==> images/clock_wires.png <==
Drawn at 12 px/µm.
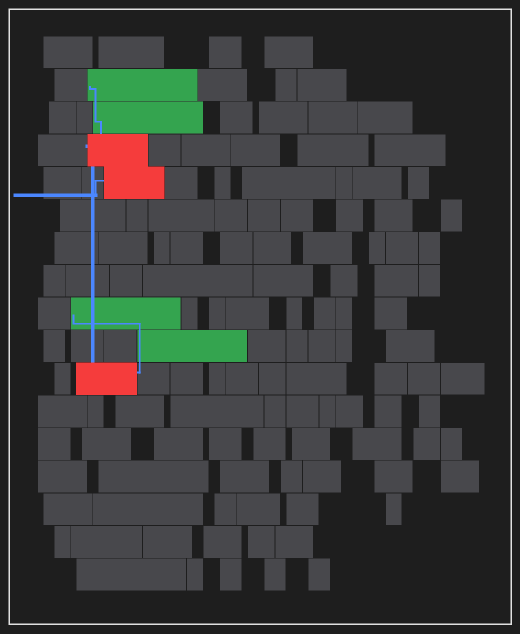
==> images/class_map.png <==
Drawn at 8 px/µm. Fill, decap, tap and diode cells in grey.
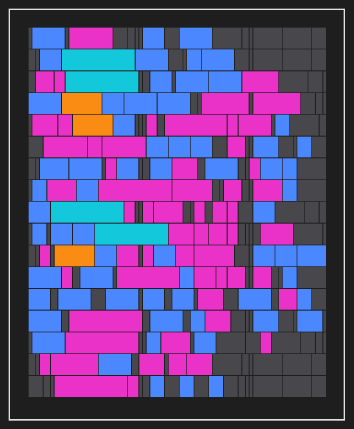
Design sap_control_sequencer, sky130hd; sources not shown.
==> results.txt <==
Results of the full flow below.

Place:
- The run gives the quantity of I/O buffers inserted on ports as 25.
- The run gives the number of placed instances with taps included as ~130.
- The run gives the worst slack after detailed placement as -322.2 ps.
- The run puts the detailed placer's ending HPWL at around 1300 µm.
- Once placement finished, the instance area stood at between 0.001 and 0.0015 mm².

Logic synthesis:
- The run gives the commonest register cell after synthesis as sky130_fd_sc_hd__dfrtn_1.
- For reference, the post-synthesis area per instance comes to about 7.8 µm².
- Synthesis handed over a netlist of around 68 instances.
- Yosys reports that the leading cell type by area covers a little under a fifth of the netlist area.
- Of the synthesized area, sequential elements account for about a fifth.
- The run gives the post-synth tally of flip-flops with integrated enable as 0.
- The net count after synthesis is between 80 and 90.
- The run gives the share of flip-flops with an asynchronous set or reset after synthesis as 100.0%.
- For this run, the number of Yosys warnings is 0.
- The run gives the post-synthesis cell count from yosys as 68.
- The run puts the post-synthesis sequential element count at 4.
- Summing every instance area after synthesis gives around 530 µm².
- The run gives the largest area contributor in the netlist as sky130_fd_sc_hd__dfrtn_1.
- Ranked by total cell area, the synthesized netlist is headed by sky130_fd_sc_hd__dfrtn_1, sky130_fd_sc_hd__ha_1, sky130_fd_sc_hd__inv_1.
- The run puts the summed standard-cell area reported by yosys at between 500 and 600 µm².
- The run gives the post-synthesis cell type count as 28.

Cells and area:
- At the end of the flow, the number of nets in the layout was 146.
- For this run, the script counts the antenna cells in the layout as 0.
- The run puts the number of clock buffer instances in the layout at 3.
- The run gives the fraction of area in registers as 8.024%.
- The layout has between 100 and 150 filler cells.
- The run puts the inverter count at 8.
- The most common logic cells in the final layout are sky130_fd_sc_hd__buf_4, sky130_fd_sc_hd__buf_6, sky130_fd_sc_hd__buf_2, sky130_fd_sc_hd__inv_1, sky130_fd_sc_hd__nand2_1.
- The run gives the most common cell after layout, fill and taps aside as sky130_fd_sc_hd__buf_4.
- The run gives the footprint of the flip-flops and latches as roughly 100 µm².
- The run puts the total of plain and repair buffers excluding clock buffers at approximately 64.
- Among all cell classes, the greatest summed area belongs to buffers.
- The run puts the layout multi-input combinational cell count at roughly 52.
- The run gives the number of standard cells in the final layout excluding fillers as ~150.
- The run puts the synthesis-to-layout area growth at 134.0%.
- The run gives the share of post-route cells with drive strength above 1 as a little under three quarters.
- The run gives the multi-input gate share of the layout cell area as 42.13%.
- The area taken by multi-input combinational cells is reported as 525.5 µm².
- The run gives the final core utilization as ~72%.
- The run gives the total number of sequential cells as 4.
- The run puts the number of flip-flops under the largest register name at 3.
- The run gives the area fraction of clock buffers and clock inverters as 3.310%.
- The layout report lists the non-clock buffer share of cell area as a little over two fifths.

Floorplan:
- The die covers 0.002132 mm².
- The die is between 50 and 60 µm tall.
- The run gives the floorplan utilization as 30.94%.
- The run puts the die extent in x at around 42 µm.
- The run gives the number of well taps as 19.
- The run gives the I/O pin count as 28.

Clock network:
- The run puts the maximum count of clock buffers along a single path at 2.
- The number of clock buffers added by TritonCTS is 3.
- The run gives the CTS tree as yes.
- The run puts the number of buffers inserted for hold repair after clock tree synthesis at 0.
- The run puts the clock slew at the register clock pins of the worst setup and hold paths at ~30 ps.
- In this run the number of H-tree levels came out at 1.
- The run puts the sink count of the clock tree at 4.
- The tree is rooted in a sky130_fd_sc_hd__clkbuf_8.

Critical path:
- The run gives the sort of element at the end of the critical path as an output pin.
- The run gives the worst endpoint data arrival time as 4300 ps.
- The run gives the critical path's top delay family as flip-flops.
- The critical path runs through a total of 7 cells.
- The run puts the number of cell instances on the worst register-to-register path at 7.
- For reference, the critical path cell chain is inv_2, ha_4, o21ba_4, o31ai_4, buf_4, nor3_2, buf_2.
- The critical path is of the flop to output pin type.
- The longest incremental delay of any stage on the critical path is reported as slightly below 500 ps.
- The run gives the worst path required time as between 4000 and 5000 ps.
- The run puts the number of buffer and inverter stages on the critical path at 3.
- The run gives the kind of start point of the critical path as a flop.
- For this design, the slowest cell found on the critical path is sky130_fd_sc_hd__dfrtn_1.
- The run gives the largest driver fanout on the critical path as 4.
- The run gives the flop-to-flop setup slack as ~3300 ps.

GRT:
- The number of global-route vias before repair was between 700 and 800.
- After global routing the overflow that remains totals 0.
- The first global-routing pass estimated 3201 µm of wire.
- In the global route stage, overall resource usage came out at roughly 20%.
- Entering global routing, the biggest net connects 10 pins.
- The run gives the initial antenna violation count as 0.

STA:
- The run puts the hold violation count in the final report at 0.
- After layout, the worst setup slack is -216.0 ps.
- The run puts the number of endpoints failing setup at the final stage at 13.
- Setup total negative slack on the finished layout was measured at -1762 ps.
- The run puts the max-slew headroom at the worst pin at 81.94%.
- The run puts the transition time at the pin with the least slew margin at ~270 ps.
- Setup repair after global routing could not meet its margin everywhere.
- The final timing report lists a max-slew violation count of 0.
- The most critical hold endpoint after final layout shows a slack of 754.7 ps.

Routing:
- For this block, the via count after detailed routing is 759.
- The run gives the via-per-instance ratio as 5.060.
- The run puts the number of antenna-violating nets in the routed design at 0.
- The script parses the final routing iteration and logs DRC violations as 0.
- The violation tally recorded at the end of detailed-routing iteration 0 is 11.
- Summed over all layers, the routed wires come to about 2200 µm.
- For this sky-water flow run, the detailed-routed wirelength per cell is reported as roughly 15 µm.
- The first TritonRoute pass finished after 4 iterations.

Power and ir drop:
- The run gives the worst voltage drop across the vdd grid as 0.4385 mV.
- The run puts the leakage dissipation at between 0.6 and 0.7 nW.
- Power comes to about 0.72 mW.
- The run puts the power density normalized to cell area at 575.8 mW/mm².

Worst hold path:
- The run gives the class of the tightest hold or removal check as flop to flop.
- The run gives the hold-critical path depth as 3.

Flow run:
- The run puts the count of max-cap constraint violations at 0.
- The run gives the number of warnings in the stage logs as 34.

Outcome:
- The flow ran to the end, but the final reports show violations.
- The checks that failed: negative setup slack.
-- clock_wires.png (at the start) --
- clock-net drivers: red (count 3)
- clock wires: blue (length 59.7 µm)
- flip-flops: green (count 4)
- routed clock nets: 4
power in the clock group: 0.0652 mW
final worst clock skew: 0.4963 ps
clock network fraction of design power: 9.1%
insertion delay at the late pin of the worst-skew pair: 240 ps

-- class_map.png (at the start) --
- remaining buffers and delay cells: blue (cells 64; share of their area 43%)
- remaining logic cells: magenta (cells 60; share of their area 45%)
- registers: cyan (cells 4; share of their area 8.2%)
- clock-net drivers: orange (cells 3; share of their area 3.4%)
final design area excluding fillers: 0.001247 mm²
core outline area: 0.001723 mm²
site row count: 17

[metal layers]
| layer | global-route usage, % | vias to the layer above | wire [µm] |
|---|---|---|---|
| met5 | 0 | - | 0 |
| met4 | 10.22 | 0 | 76 |
| met3 | 1.767 | 8 | 80 |
| met2 | 40.63 | 28 | 1285 |
| met1 | 18.92 | 360 | 799 |
| li1 | - | 363 | - |
[logic make-up (layout without fill, tap and decap cells)]
| kind of cell | Yosys count | count (layout) | share of synthesized area (%) |
|---|---|---|---|
| buffers and inverters | 12 | 75 | 12.68 |
| adders and majority gates | 5 | 5 | 11.74 |
| and+or+nand+nor | 31 | 31 | 30.05 |
| AOI/OAI and AO/OA | 13 | 13 | 19.25 |
| muxes | 3 | 3 | 7.512 |
| DFF | 4 | 4 | 18.78 |
[cell usage after synthesis (2+ instances only)]
library cell              count
sky130_fd_sc_hd__buf_6        2
sky130_fd_sc_hd__buf_4        2
sky130_fd_sc_hd__nand2_1      7
sky130_fd_sc_hd__nor2_1       8
sky130_fd_sc_hd__o31ai_1      2
sky130_fd_sc_hd__ha_1         5
sky130_fd_sc_hd__inv_1        8
sky130_fd_sc_hd__nand4_1      2
sky130_fd_sc_hd__mux2_4       2
sky130_fd_sc_hd__dfrtn_1      4
sky130_fd_sc_hd__and2_1       2
sky130_fd_sc_hd__a21oi_1      4
sky130_fd_sc_hd__nor3_1       5
[where the power goes]
group          switching (mW)  total (mW)  leakage (nW)  internal, mW
Clock                  0.0150      0.0652        0.0216        0.0502
Combinational           0.238       0.582         0.545         0.344
Sequential             0.0209      0.0715        0.0483        0.0506
[timing repair]
| item | in CTS | in global routing |
|---|---|---|
| endpoints found under the setup margin | 22 | 22 |
| pin swaps | 6 | 8 |
| buffers inserted | 15 | 6 |
| resized | 103 | 12 |
Power is estimated from default activity; no workload was simulated.
